`config.mk`:
```
export PLATFORM = sky130hd
export DESIGN_NAME = ps2_host_tx
export DESIGN_NICKNAME = d
export VERILOG_FILES = /design/src/rtl/ps2_pkg.sv /design/src/rtl/ps2_line_sync.sv /design/src/rtl/ps2_host_tx.sv
export SDC_FILE = /design/constraint.sdc
export NUM_CORES = 1
export LEC_CHECK = 0
export CELL_PAD_IN_SITES_DETAIL_PLACEMENT = 0
export CELL_PAD_IN_SITES_GLOBAL_PLACEMENT = 2
export CORE_MARGIN = 2
export CORE_UTILIZATION = 37
export CTS_CLUSTER_DIAMETER = 30
export CTS_CLUSTER_SIZE = 28
export DETAILED_ROUTE_END_ITERATION = 10
export PLACE_DENSITY_LB_ADDON = 0.08
export RECOVER_POWER = 100
export SYNTH_ARGS = -nofsm -noshare
export SYNTH_HDL_FRONTEND = slang
export SYNTH_SLANG_ARGS = --single-unit
```
`constraint.sdc`:
```
create_clock -name clock -period 2.8 [get_ports clock]
set_clock_uncertainty 0.2 [all_clocks]
set_input_delay 0.28 -clock clock [delete_from_list [all_inputs] [get_ports clock]]
set_output_delay 0.28 -clock clock [all_outputs]
set_load 0.005 [all_outputs]
```
`src/rtl/ps2_pkg.sv`:
```
// Shared types and helpers for the PS/2 host transmit path.
package ps2_pkg;

  // Transmit FSM states, in transfer order.
  typedef enum logic [2:0] {
    IDLE,
    INHIBIT,
    REQ,
    SEND,
    ACK,
    WAIT_IDLE,
    FINISH
  } ps2_tx_state_e;

  // Completion codes reported alongside done.
  localparam logic [1:0] ST_OK       = 2'b00;
  localparam logic [1:0] ST_NACK     = 2'b01;
  localparam logic [1:0] ST_START_TO = 2'b10;
  localparam logic [1:0] ST_XFER_TO  = 2'b11;

  // Convert a duration in microseconds into system clock cycles.
  function automatic int unsigned us_to_cycles(input int unsigned clk_hz,
                                               input int unsigned us);
    return (clk_hz / 32'd1_000_000) * us;
  endfunction

  // PS/2 frames carry odd parity over the eight data bits.
  function automatic logic odd_parity(input logic [7:0] d);
    return ~(^d);
  endfunction

endpackage

```
`src/rtl/ps2_line_sync.sv`:
```
// Synchronizer and falling-edge detector for one open-drain PS/2 line.
// The line idles high, so every stage resets to 1 to avoid a spurious fall.
module ps2_line_sync
  import ps2_pkg::*;
#(
  parameter int SYNC_STAGES = 2
) (
  input  logic clock_i,
  input  logic reset_ni,
  input  logic line_i,
  output logic level_o,
  output logic fall_o
);

  logic [SYNC_STAGES-1:0] sync_q;
  logic                   prev_q;

  // Shift the raw pin through the synchronizer, then keep one extra copy for edge detection.
  always_ff @(posedge clock_i or negedge reset_ni) begin
    if (!reset_ni) begin
      sync_q <= '1;
      prev_q <= 1'b1;
    end else begin
      sync_q <= {sync_q[SYNC_STAGES-2:0], line_i};
      prev_q <= sync_q[SYNC_STAGES-1];
    end
  end

  assign level_o = sync_q[SYNC_STAGES-1];
  assign fall_o  = prev_q & ~sync_q[SYNC_STAGES-1];

endmodule

```
`src/rtl/ps2_host_tx.sv`:
```
// PS/2 host-to-device command transmitter. Drives the shared clock/data lines
// as open-drain enables and holds off the receive decoder while busy.
module ps2_host_tx
  import ps2_pkg::*;
#(
  parameter int unsigned CLK_FREQ_HZ      = 100_000_000,
  parameter int unsigned INHIBIT_US       = 120,
  parameter int unsigned START_TIMEOUT_US = 15000,
  parameter int unsigned XFER_TIMEOUT_US  = 2000,
  parameter int          SYNC_STAGES      = 2
) (
  input  logic       clock,
  input  logic       reset_n,
  input  logic       tx_valid,
  input  logic [7:0] tx_data,
  output logic       tx_ready,
  output logic       done,
  output logic [1:0] status,
  output logic       rx_inhibit,
  input  logic       ps2_clock_i,
  input  logic       ps2_data_i,
  output logic       ps2_clock_oe,
  output logic       ps2_data_oe
);

  localparam int unsigned INH_CYC   = us_to_cycles(CLK_FREQ_HZ, INHIBIT_US);
  localparam int unsigned START_CYC = us_to_cycles(CLK_FREQ_HZ, START_TIMEOUT_US);
  localparam int unsigned XFER_CYC  = us_to_cycles(CLK_FREQ_HZ, XFER_TIMEOUT_US);
  localparam int unsigned MAX_A     = (INH_CYC > START_CYC) ? INH_CYC : START_CYC;
  localparam int unsigned MAX_CYC   = (MAX_A > XFER_CYC) ? MAX_A : XFER_CYC;
  localparam int          TIMER_W   = $clog2(MAX_CYC) + 1;

  // Terminal timer values: a phase of N cycles ends when the timer shows N-1.
  localparam logic [TIMER_W-1:0] INH_PRE    = TIMER_W'(INH_CYC - 2);
  localparam logic [TIMER_W-1:0] INH_LAST   = TIMER_W'(INH_CYC - 1);
  localparam logic [TIMER_W-1:0] START_LAST = TIMER_W'(START_CYC - 1);
  localparam logic [TIMER_W-1:0] XFER_LAST  = TIMER_W'(XFER_CYC - 1);
  localparam logic [TIMER_W-1:0] TIMER_ONE  = TIMER_W'(1);

  ps2_tx_state_e      state_q, state_d;
  logic [TIMER_W-1:0] timer_q, timer_d;
  logic [3:0]         bit_cnt_q, bit_cnt_d;
  logic               clk_oe_q, clk_oe_d;
  logic               dat_oe_q, dat_oe_d;
  logic               ready_q, ready_d;
  logic               done_q, done_d;
  logic [1:0]         status_q, status_d;
  logic               inhibit_q, inhibit_d;
  logic               nack_q, nack_d;
  logic [8:0]         shift_q;
  logic               load_shift;

  logic clk_level, clk_fall;
  logic dat_level, dat_fall_unused;
  logic xfer_expired;

  ps2_line_sync #(
    .SYNC_STAGES(SYNC_STAGES)
  ) u_clk_sync (
    .clock_i (clock),
    .reset_ni(reset_n),
    .line_i  (ps2_clock_i),
    .level_o (clk_level),
    .fall_o  (clk_fall)
  );

  ps2_line_sync #(
    .SYNC_STAGES(SYNC_STAGES)
  ) u_dat_sync (
    .clock_i (clock),
    .reset_ni(reset_n),
    .line_i  (ps2_data_i),
    .level_o (dat_level),
    .fall_o  (dat_fall_unused)
  );

  // The whole device-clocked phase shares one budget measured from the first device fall.
  assign xfer_expired = (timer_q >= XFER_LAST);

  // Next-state and next-output decode for the transmit sequence.
  always_comb begin
    state_d    = state_q;
    timer_d    = timer_q;
    bit_cnt_d  = bit_cnt_q;
    clk_oe_d   = clk_oe_q;
    dat_oe_d   = dat_oe_q;
    ready_d    = ready_q;
    done_d     = 1'b0;
    status_d   = status_q;
    inhibit_d  = inhibit_q;
    nack_d     = nack_q;
    load_shift = 1'b0;

    case (state_q)
      IDLE: begin
        ready_d = 1'b1;
        if (tx_valid) begin
          load_shift = 1'b1;
          bit_cnt_d  = 4'd0;
          timer_d    = '0;
          inhibit_d  = 1'b1;
          ready_d    = 1'b0;
          clk_oe_d   = 1'b1;
          dat_oe_d   = 1'b0;
          nack_d     = 1'b0;
          state_d    = INHIBIT;
        end
      end

      INHIBIT: begin
        timer_d = timer_q + TIMER_ONE;
        // Pull data low (start bit) one cycle before the clock is let go.
        if (timer_q == INH_PRE) begin
          dat_oe_d = 1'b1;
        end
        if (timer_q == INH_LAST) begin
          clk_oe_d = 1'b0;
          dat_oe_d = 1'b1;
          timer_d  = '0;
          state_d  = REQ;
        end
      end

      REQ: begin
        timer_d = timer_q + TIMER_ONE;
        if (clk_fall) begin
          dat_oe_d = ~shift_q[0];
          timer_d  = '0;
          state_d  = SEND;
        end else if (timer_q >= START_LAST) begin
          clk_oe_d = 1'b0;
          dat_oe_d = 1'b0;
          done_d   = 1'b1;
          status_d = ST_START_TO;
          state_d  = FINISH;
        end
      end

      SEND: begin
        timer_d = timer_q + TIMER_ONE;
        if (xfer_expired) begin
          clk_oe_d = 1'b0;
          dat_oe_d = 1'b0;
          done_d   = 1'b1;
          status_d = ST_XFER_TO;
          state_d  = FINISH;
        end else if (clk_fall) begin
          bit_cnt_d = bit_cnt_q + 4'd1;
          if (bit_cnt_q == 4'd8) begin
            // Stop bit: release data and let the device pull it for ACK.
            dat_oe_d = 1'b0;
            state_d  = ACK;
          end else begin
            dat_oe_d = ~shift_q[bit_cnt_q + 4'd1];
          end
        end
      end

      ACK: begin
        timer_d = timer_q + TIMER_ONE;
        if (xfer_expired) begin
          clk_oe_d = 1'b0;
          dat_oe_d = 1'b0;
          done_d   = 1'b1;
          status_d = ST_XFER_TO;
          state_d  = FINISH;
        end else if (clk_fall) begin
          // Device acknowledges by holding data low across this fall.
          nack_d  = dat_level;
          state_d = WAIT_IDLE;
        end
      end

      WAIT_IDLE: begin
        timer_d = timer_q + TIMER_ONE;
        if (xfer_expired) begin
          clk_oe_d = 1'b0;
          dat_oe_d = 1'b0;
          done_d   = 1'b1;
          status_d = ST_XFER_TO;
          state_d  = FINISH;
        end else if (clk_level && dat_level) begin
          done_d   = 1'b1;
          status_d = nack_q ? ST_NACK : ST_OK;
          state_d  = FINISH;
        end
      end

      FINISH: begin
        clk_oe_d  = 1'b0;
        dat_oe_d  = 1'b0;
        timer_d   = '0;
        ready_d   = 1'b1;
        inhibit_d = 1'b0;
        state_d   = IDLE;
      end

      default: begin
        clk_oe_d  = 1'b0;
        dat_oe_d  = 1'b0;
        ready_d   = 1'b1;
        inhibit_d = 1'b0;
        state_d   = IDLE;
      end
    endcase
  end

  // FSM state, timers and all registered outputs; reset releases both lines at once.
  always_ff @(posedge clock or negedge reset_n) begin
    if (!reset_n) begin
      state_q   <= IDLE;
      timer_q   <= '0;
      bit_cnt_q <= 4'd0;
      clk_oe_q  <= 1'b0;
      dat_oe_q  <= 1'b0;
      ready_q   <= 1'b1;
      done_q    <= 1'b0;
      status_q  <= ST_OK;
      inhibit_q <= 1'b0;
      nack_q    <= 1'b0;
    end else begin
      state_q   <= state_d;
      timer_q   <= timer_d;
      bit_cnt_q <= bit_cnt_d;
      clk_oe_q  <= clk_oe_d;
      dat_oe_q  <= dat_oe_d;
      ready_q   <= ready_d;
      done_q    <= done_d;
      status_q  <= status_d;
      inhibit_q <= inhibit_d;
      nack_q    <= nack_d;
    end
  end

  // Frame register: parity above the data byte, captured only at acceptance.
  always_ff @(posedge clock) begin
    if (load_shift) begin
      shift_q <= {odd_parity(tx_data), tx_data};
    end
  end

  assign tx_ready     = ready_q;
  assign done         = done_q;
  assign status       = status_q;
  assign rx_inhibit   = inhibit_q;
  assign ps2_clock_oe = clk_oe_q;
  assign ps2_data_oe  = dat_oe_q;

endmodule
```
run_1/closeup.png
Window x 32 to 62, y 50 to 80 um. Cells in gray, sequential cells in the stronger gray; small squares are vias.
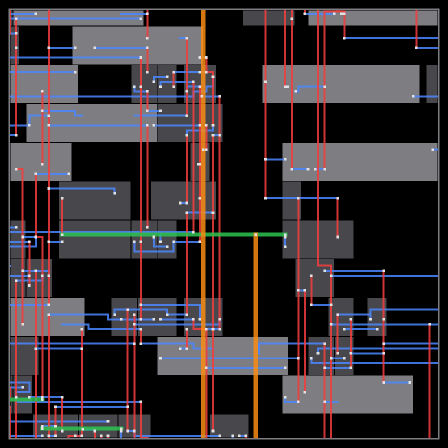
Orange shows M4. Red shows M2. Green shows M3. Blue shows M1.
Netlist names of flops here include timer_q (5), shift_q (2). 36 logic cells have their middle in the window. Most frequent: dfrtp_1 (6), o21ai_0 (5), nand2_1 (4). Sequential cells in the window: 8.

run_1/layers.png
Scale: 4 px per um. Two of the layers only.
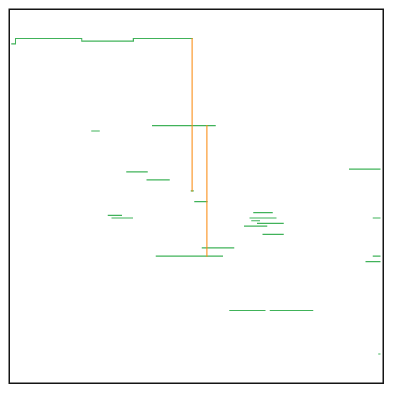
Orange shows M4, wire length 70.7 um. Green shows M3, wire length 175 um.

==> impl_metrics.tcl, run 1 <==
# implementation run metrics
set metrics [dict create \
    status "completed" \
    die_area_sq_um 8680 \
    wl_met1_um 3320 \
    cts_buffer_depth 2 \
    ys_ff 51 \
    drive_gt1_frac 0.0811 \
    min_path_type "reg2reg" \
    core.rowCount 32 \
    cts_tree "done" \
    largest_reg_flops 22 \
    synth_cell_types 55 \
    r2r_end "state_q[1]$_DFFE_PN0P_" \
    wl_met2_um 3640 \
    route.met3.wl_um 175 \
    syn_area_sq_um 2940 \
    synth_area_leader_cell "dfrtp_1" \
    syn-num-nets 334 \
    cp.required_ps 2800 \
    drv_slew 0 \
    drv_cap 0 \
    pwr-share-clk 0.169 \
    area_leaders "dfrtp_1 (31%), edfxtp_1 (9.2%), dfstp_2 (5.4%), o21ai_0 (4.9%), xnor2_1 (4.2%)" \
    hold_start "u_dat_sync.sync_q[0]$_DFF_PN1_" \
    critical_path_class "reg2reg" \
    synth_top_cell_by_count "dfrtp_1" \
    cts.htree.levels 2 \
]
run_1/m1.png
Scale: 4 px per um. Supply wires on this layer in gray.
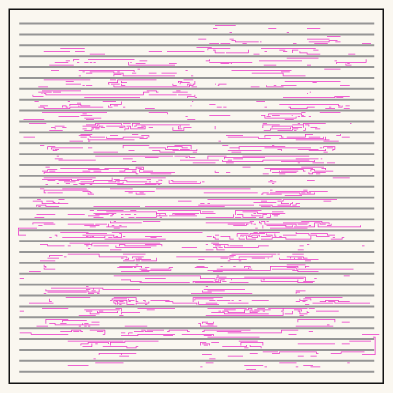
The layer holds 46% of the routed length. 327 nets have wire on it. The layer carries 3320 um of wire. The wires run mostly horizontal. The longest straight run is 24.4 um.
M1 GR Usage: 0.246
wirelength, routed: 7210 um
total number of vias: 2397

run 1: cells by family after synthesis:
| logic type | Yosys count | share of synthesized area |
|---|---|---|
| fa+ha+maj | 4 | 0.0170 |
| flops | 51 | 0.452 |
| xor+xnor | 20 | 0.0596 |
| buf+inv | 28 | 0.0434 |
| mux | 8 | 0.0357 |
| compound gates | 87 | 0.191 |
| simple gates | 119 | 0.201 |
run 1: area by class of cell:
class | count | area, sq um
flip-flops and latches | 51 | 1330
clock inverters | 1 | 5.00
repair buffers | 28 | 255
clock buffers | 7 | 86.3
well taps | 102 | 128
fillers | 800 | 4420
inverters | 8 | 30.0
multi-input cells | 238 | 1480
run 1: timing repair:
| action | in CTS | in global routing |
|---|---|---|
| hold buffers | 1 | 0 |
| setup buffers | 0 | 0 |
| resized | 0 | 0 |
| hold endpoints to repair | 36 | 0 |
## Run 2: what changed since run 1
GPL_TIMING_DRIVEN = 0   (was default)
PLACE_DENSITY = 0.83   (was default)
PLACE_DENSITY_LB_ADDON = default   (was 0.08)
==> run 2 against run 1 <==
Compared with the run above: global-route usage up 0.065 points; routed wire length rose by 0.56%; power grew 6.1%; flip-flop count is the same; combinational power about the same; via count increased by 2.0%; first-iteration DRC count fell by 5.6%.
==> impl_metrics.tcl, run 2 <==
# implementation run metrics
set metrics [dict create \
    flops 51 \
    holdBufCountCts 1 \
    end_kind "register" \
    io_pins 20 \
    stdcell_area_sq_um 3400 \
    cp.required_ps 2830 \
    fill_cells 786 \
    area_leaders "dfrtp_1 (31%), edfxtp_1 (9.2%), dfstp_2 (5.4%), o21ai_0 (4.9%), xnor2_1 (4.2%)" \
    buffer_area_frac 0.0844 \
    synth_top_cell_by_count "dfrtp_1" \
    r2r_end "status[0]$_DFFE_PN0P_" \
    ctsResizeCount 0 \
    hold_start "u_dat_sync.sync_q[0]$_DFF_PN1_" \
    cts_buffer_depth 2 \
    n_clock_buffer 6 \
    nets 362 \
    sh_comb_area 0.439 \
    drive_gt1_frac 0.0838 \
    taps 102 \
    status "completed" \
    biggestCellCategory "logic gates" \
    core.rowCount 32 \
    drv_slew 0 \
    buffers_excl_clock 41 \
    critical_path_class "reg2reg" \
    fp_util 0.381 \
    cts.htree.levels 2 \
    wl_met2_um 3520 \
    cellPowerDensity_nw_per_um2 805 \
    comb_area_sq_um 1490 \
    min_path_type "reg2reg" \
    largest_reg_flops 22 \
    cts_setup_buffers 0 \
    inverters_excl_clock 8 \
    vias 2445 \
    pwr-share-clk 0.223 \
    synth_cell_types 55 \
    clkCellAreaFrac 0.0391 \
    grt_start_max_net_pins 23 \
    layout.comb_gates.multi_input 238 \
    use_met1 0.252 \
    seq_area_sq_um 1330 \
    wl_met1_um 3510 \
    die_area_sq_um 8680 \
]
-- run 2: netlist changes by cell type in the layout (fill, tap and decap cells not counted), moves of 2 or more --
cell       previous run  this run
buf_2                 0         3
buf_4                 8         0
bufinv_16             0         2
clkbuf_1              1        14
clkbuf_2              1         5
-- run 2: kinds of logic after synthesis --
family,synth area share
AOI/OAI and AO/OA,0.191
xor gates and xnor gates,0.0596
adders and majority gates,0.0170
buffers and inverters,0.0434
DFF,0.452
muxes,0.0357
and+or+nand+nor,0.201
-- run 2: worst max-delay path, cell delays in order (launching register included) --
cell	delay [ps]
dfrtp_1	430
ha_1	260
and2_1	170
clkbuf_1	160
a41oi_1	260
o211a_1	290
clkbuf_4	250
nand2_1	80
a31oi_2	240
mux2i_1	210
run_2/closeup.png
Window x 32 to 62, y 50 to 80 um. Cells in gray, sequential cells in the stronger gray; small squares are vias.
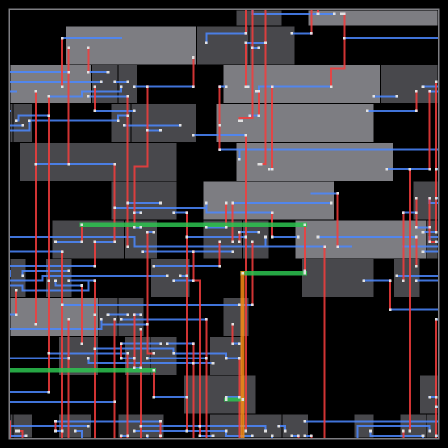
Red shows M2. Orange shows M4. Blue shows M1. Green shows M3.
Sequential cells in the window: 8. 43 logic cells have their middle in the window. Most frequent: o21ai_0 (7), dfrtp_1 (5). Netlist names of flops here include timer_q (4), shift_q (3).

run_2/gates.png
Scale: 4 px per um.
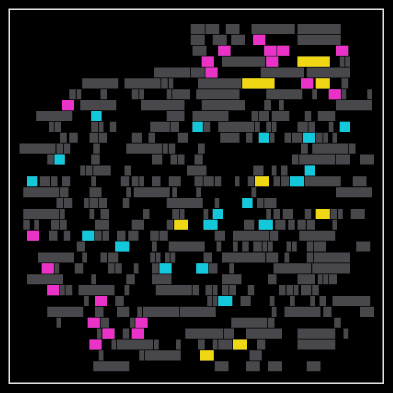
Magenta shows xor and xnor cells, cells 20, most used xnor2_1, where widely spread. Cyan shows non-inverting ao/oa cells, cells 18, most used a21o_1. Yellow shows mux cells, cells 8, most used mux2i_1.

run_2/layers.png
Scale: 4 px per um. Two of the layers only.
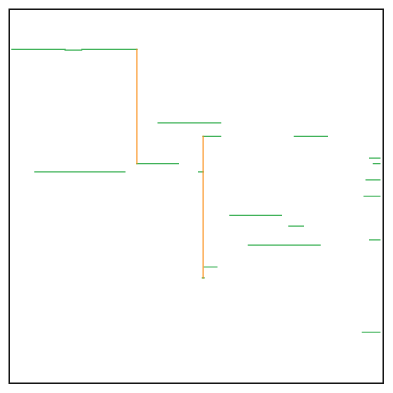
Green shows M3, wire length 150 um. Orange shows M4, wire length 63.9 um.
GRT Resource Usage Total: 0.180
wirelength, routed: 7250 um

Power and IR drop assume default switching activity.
